==> config.mk <==
export PLATFORM = sky130hd
export DESIGN_NAME = sseg_scan_ctrl
export DESIGN_NICKNAME = d
export VERILOG_FILES = /design/src/rtl/sseg_pkg.sv /design/src/rtl/hex_to_sseg.sv /design/src/rtl/sseg_scan_ctrl.sv
export SDC_FILE = /design/constraint.sdc
export NUM_CORES = 1
export LEC_CHECK = 0
export CAP_MARGIN = 20
export CORE_MARGIN = 10
export CORE_UTILIZATION = 64
export CTS_BUF_LIST = sky130_fd_sc_hd__clkbuf_4
export DETAILED_ROUTE_END_ITERATION = 10
export PLACE_DENSITY = 0.87
export SLEW_MARGIN = 20
export SYNTH_ARGS = -nofsm -noshare
export SYNTH_HDL_FRONTEND = slang
export SYNTH_SLANG_ARGS = --single-unit
==> constraint.sdc <==
create_clock -name clk -period 8.01 [get_ports clk]
set_input_delay 1.2015 -clock clk [delete_from_list [all_inputs] [get_ports clk]]
set_output_delay 1.2015 -clock clk [all_outputs]
set_load 0.01 [all_outputs]
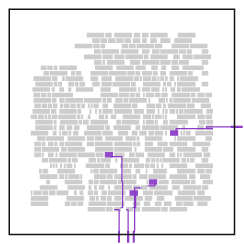
*Nets reached from selected ports*
Scale: 2 px per um.
- blink_in: purple (bits 4; direction input; edge 3 south, 1 east; end cells 4; buffers 4; wire 135 um)
number of placed I/O pins: 48
buffers added on ports: 47

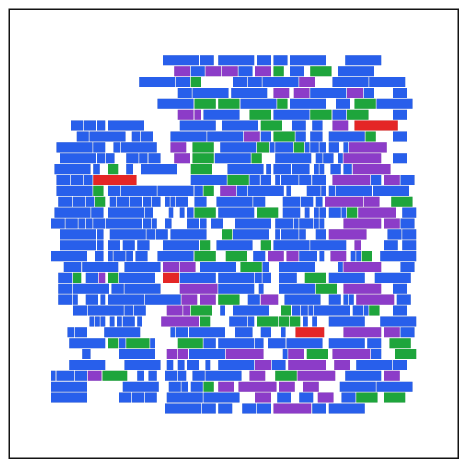
*Cell sizes after repair*
Scale: 4 px per um.
- x1 and smaller: blue (cells 333; share 73%)
- x3 and x4: green (cells 58; share 13%)
- x2: purple (cells 64; share 14%)
- x6 and larger: red (cells 4; share 0.87%)
count of plain and timing-repair buffers in the layout: 49
synthesis-to-layout area growth: 14.48%

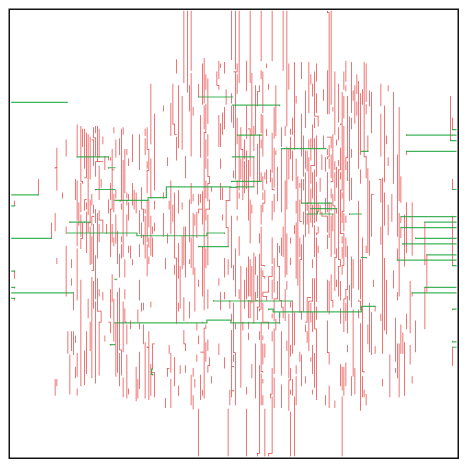
*Signal wires by layer*
Scale: 4 px per um. Two of the layers only.
- M3: green (wire length 456 um)
- M2: red (wire length 4980 um)
final wirelength: 9.816 mm
vias: 3180
Routed wire per std cell: 17.40 um
combined global-route utilization of all metal layers: 16.29%

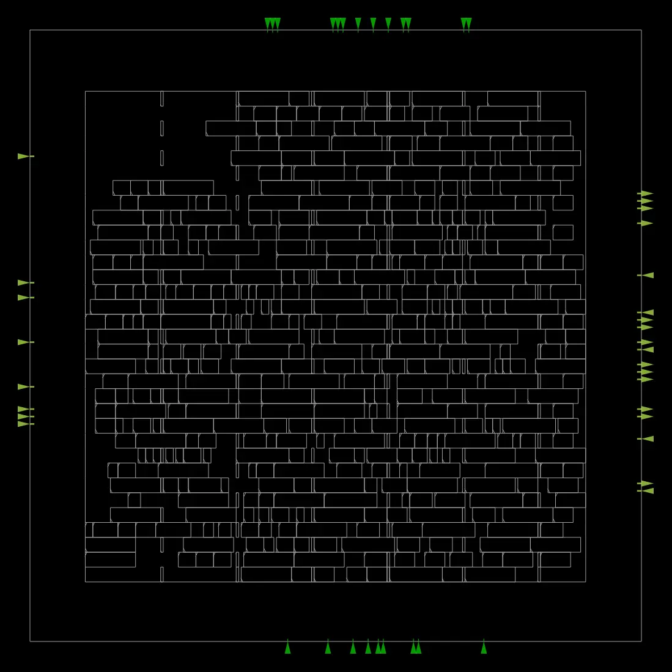
*Cell outlines without signal wires*
CORE AREA: 8217 sq um
flop share of the area: 50.19%
count of placed standard cells in the final layout, fillers left out: 564
share of the core filled with cells: 75.24%
Flop Count: 123

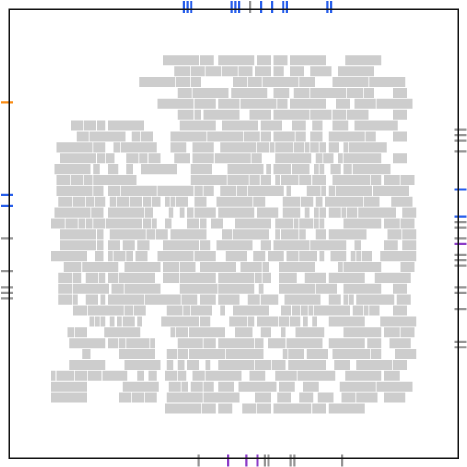
*Ports around the boundary*
Scale: 4 px per um. Pins as bars across the die edge, other pins in grey.
- digit_in: blue (pins 16; direction input; edge 12 north, 2 west, 2 east)
- clk: orange (pins 1; direction input; edge west)
- blink_in: purple (pins 4; direction input; edge 3 south, 1 east)
- all pins by edge: 18 east, 13 north, 9 south, 8 west
die height: 111.9 um
horizontal extent of the die: 111.9 um

==> notes.md <==
Notes from the flow run.

Worst setup path:
- The run gives the kind of end point of the critical path as an output port.
- The critical path in this run is classified as reg -> out.
- Per STA, the worst path accumulates the most delay in the family flip-flops.
- Listed in order, past its start point the critical path passes clkdlybuf4s50_1.
- The run puts the maximum fanout encountered on the critical timing path at 1.
- For the worst flop-to-flop path, the logic depth is 5.
- The STA report counts the stages on the worst setup path as 1.
- The timing report shows that the slowest cell on the worst path is dfstp_2.
- The longest incremental delay of any stage on the critical path is reported as 0.54 ns.
- The run gives the buffers plus inverters on the worst setup path as 1.
- The run puts the worst setup slack for register-to-register paths at approximately 5.6 ns.

Synthesis:
- Summing the sequential cell areas from Yosys gives between 50% and 60% of the chip area.
- The run gives the synthesized net count as between 400 and 500.
- The run puts the number of cell instances after yosys synthesis at 392.
- The run puts the Yosys warning count at 0.
- The run puts the cell count after synthesis at 392.
- Counting flops and latches in the post-synthesis netlist gives 123.
- The run gives the post-synthesis cell type count as 40.
- The run puts the netlist area before placement at 5400 sq um.
- The run puts the yosys-reported design area after synthesis at around 5400 sq um.

Floorplan:
- The floorplan step defined a die boundary enclosing 12510 sq um.
- According to the floorplan log, the row count is 33.

Clock tree:
- The run gives the number of cells upsized or downsized after cts as 0.
- The run puts the clock slew at the register clock pins of the worst setup and hold paths at 0.11 ns.
- The number of clock sinks came to 123.
- The run puts the post-CTS repair timing setup buffer count at 0.
- The run puts the count of H-tree levels built during CTS at 4.
- In this run, post-CTS hold repair placed 0 buffers.
- Clock latency on the worst-skew pair, taken at its later pin, is 0.53 ns.
- The run gives the worst-case clock buffer depth as 2.
- In this run, CTS created clock tree buffers numbering 17.

Timing:
- Based on the critical path, the design can be clocked at up to 357.6 MHz.
- The run puts the total setup violations reported at the end of the flow at 0.
- Setup repair after global routing left no endpoint under its margin.
- For reference, the final report shows the max-slew violation count at 0.
- The run gives the fraction of the cycle the final worst path needs as 34.91%.
- The run gives the number of hold violations in the final report as 0.
- The run gives the slew of the pin with the lowest slew margin as 0.7915 ns.
- The run gives the setup total negative slack as 0 ns.
- The run puts the worst relative slew slack at 47.13%.
- The run puts the clock skew at about 0.014 ns.

GRT:
- The run gives the number of antenna violations at the first check in global routing as 0.
- The run puts the via count of the first global-routing pass at 3396.
- Entering global routing, the biggest net connects approximately 92 pins.

Pwr:
- Per the summary, power density relative to cell area is between 150 and 200 nW/um^2.
- The analysis attributes to cell leakage a power of 2.798 nW.
- Overall power consumption after layout is estimated at 1.111 mW.

Place:
- After legalization and detailed placement, the total HPWL measured 6.633 mm.
- The placement summary gives the final routability congestion estimate as 0.8406.
- The run gives the placed standard-cell area as about 5900 sq um.

Run:
- Across the run, the number of max-cap violations was 0.
- The stage logs contain a warning count of 34.

Route:
- The count of nets left with antenna violations once routing finished came out at 0.
- The run puts the first-iteration detailed-routing DRC count at 182.
- The run puts the via count normalized by instance count at 5.638.

Finish:
- The repair_antennas step left the layout with diodes totalling 0.
- Leaving out fill and tap cells, the most frequent cell in the layout is dfrtp_1.
- The finished cells cover 6182 sq um.
- Ranking logic cells in the layout by count gives the top entries 103 x dfrtp_1, 47 x clkdlybuf4s50_1, 35 x mux2_2.
- The run gives the count of nets after finishing as 496.
- The run puts the share of final-layout standard cells stronger than drive strength 1 at 27.45%.
- The register with the most flip-flops in the layout has 25 of them.

Hold path:
- The run gives the cell depth of the worst hold path as 1.
- The min-delay analysis places its worst path in the category reg -> reg.

Run status:
- The flow ran to the end, and the final reports show no timing, DRC or antenna violations.
final cells by class:
cell class	instances	area, sq um
timing repair buffer	49	489.2
clock inverter	14	130.1
tap	105	131.4
multi-input combinational	241	2138
fill	502	2034
clock buffer	18	135.1
inverter	14	55.05
sequential	123	3103
synthesized netlist by cell type:
master,number,area [sq um]
a211oi_1,1,7.510
a211oi_2,1,12.51
a21o_2,1,8.760
a21oi_1,5,25.02
a221oi_1,1,8.760
a22o_1,1,8.760
a22oi_1,10,75.07
and2_1,3,18.77
and2_2,1,7.510
and3_1,9,56.30
and3_2,1,7.510
and4_1,4,35.03
buf_12,3,60.06
buf_2,3,15.01
clkbuf_1,7,26.28
clkbuf_2,1,5.000
dfrtp_1,103,2577
dfstp_2,20,525.5
ha_1,15,187.7
inv_1,14,52.55
mux2_2,35,394.1
mux2_4,30,450.4
mux2i_1,3,30.03
nand2_1,24,90.09
nand2b_1,2,12.51
nand3_1,17,85.08
nand3_2,1,10.01
nand3_4,2,35.03
nand4_1,8,50.05
nor2_1,9,33.78
nor2_8,1,20.02
nor2b_1,1,6.260
nor3_1,4,20.02
nor3_4,1,16.27
o211ai_1,3,22.52
o21ai_0,2,10.01
o221ai_1,5,43.79
o31ai_1,1,7.510
xnor2_1,28,245.2
xor2_1,11,96.34
report_power, final:
part	switching, mW	total [mW]	leakage, nW	internal, mW
Sequential	0.00910	0.648	1.55	0.639
Combinational	0.0212	0.0513	1.11	0.0301
Clock	0.229	0.412	0.136	0.183
logic make-up after synthesis:
kind of cell	Yosys count	share of synthesized area, %
compound gates	31	4.263
mux	68	16.20
simple gates	88	9.337
flops	123	57.46
xor+xnor	39	6.325
fa+ha+maj	15	3.475
buf+inv	28	2.942
metal layers:
layer  global-route usage (%)  wire length, um
met5                        0                0
met4                    5.913              130
met3                    4.831              455
met2                    27.39             4978
met1                    19.34             4251
worst reg2reg max path, cell delays in order (launching register included):
cell and delay (ns):
dfrtp_1 0.44, ha_1 0.40, a221oi_1 0.35, o221ai_1 0.20, a211oi_2 0.66, o221ai_1 0.29
through the flow:
| step | worst slack [ns] | cells | util, % | hold WS [ns] |
|---|---|---|---|---|
| finish | 5.214 | 564 | 75.24 | 0.4776 |
| global placement | 4.992 | 532 | 71.97 | 0.4512 |
| global route | 5.139 | 564 | 75.24 | 0.4961 |
| detailed placement | 4.939 | 532 | 71.97 | 0.4578 |
| CTS | 5.161 | 564 | 75.19 | 0.4790 |
| floorplan | 3.571 | 392 | - | 0.4375 |
Power and IR drop assume default switching activity.
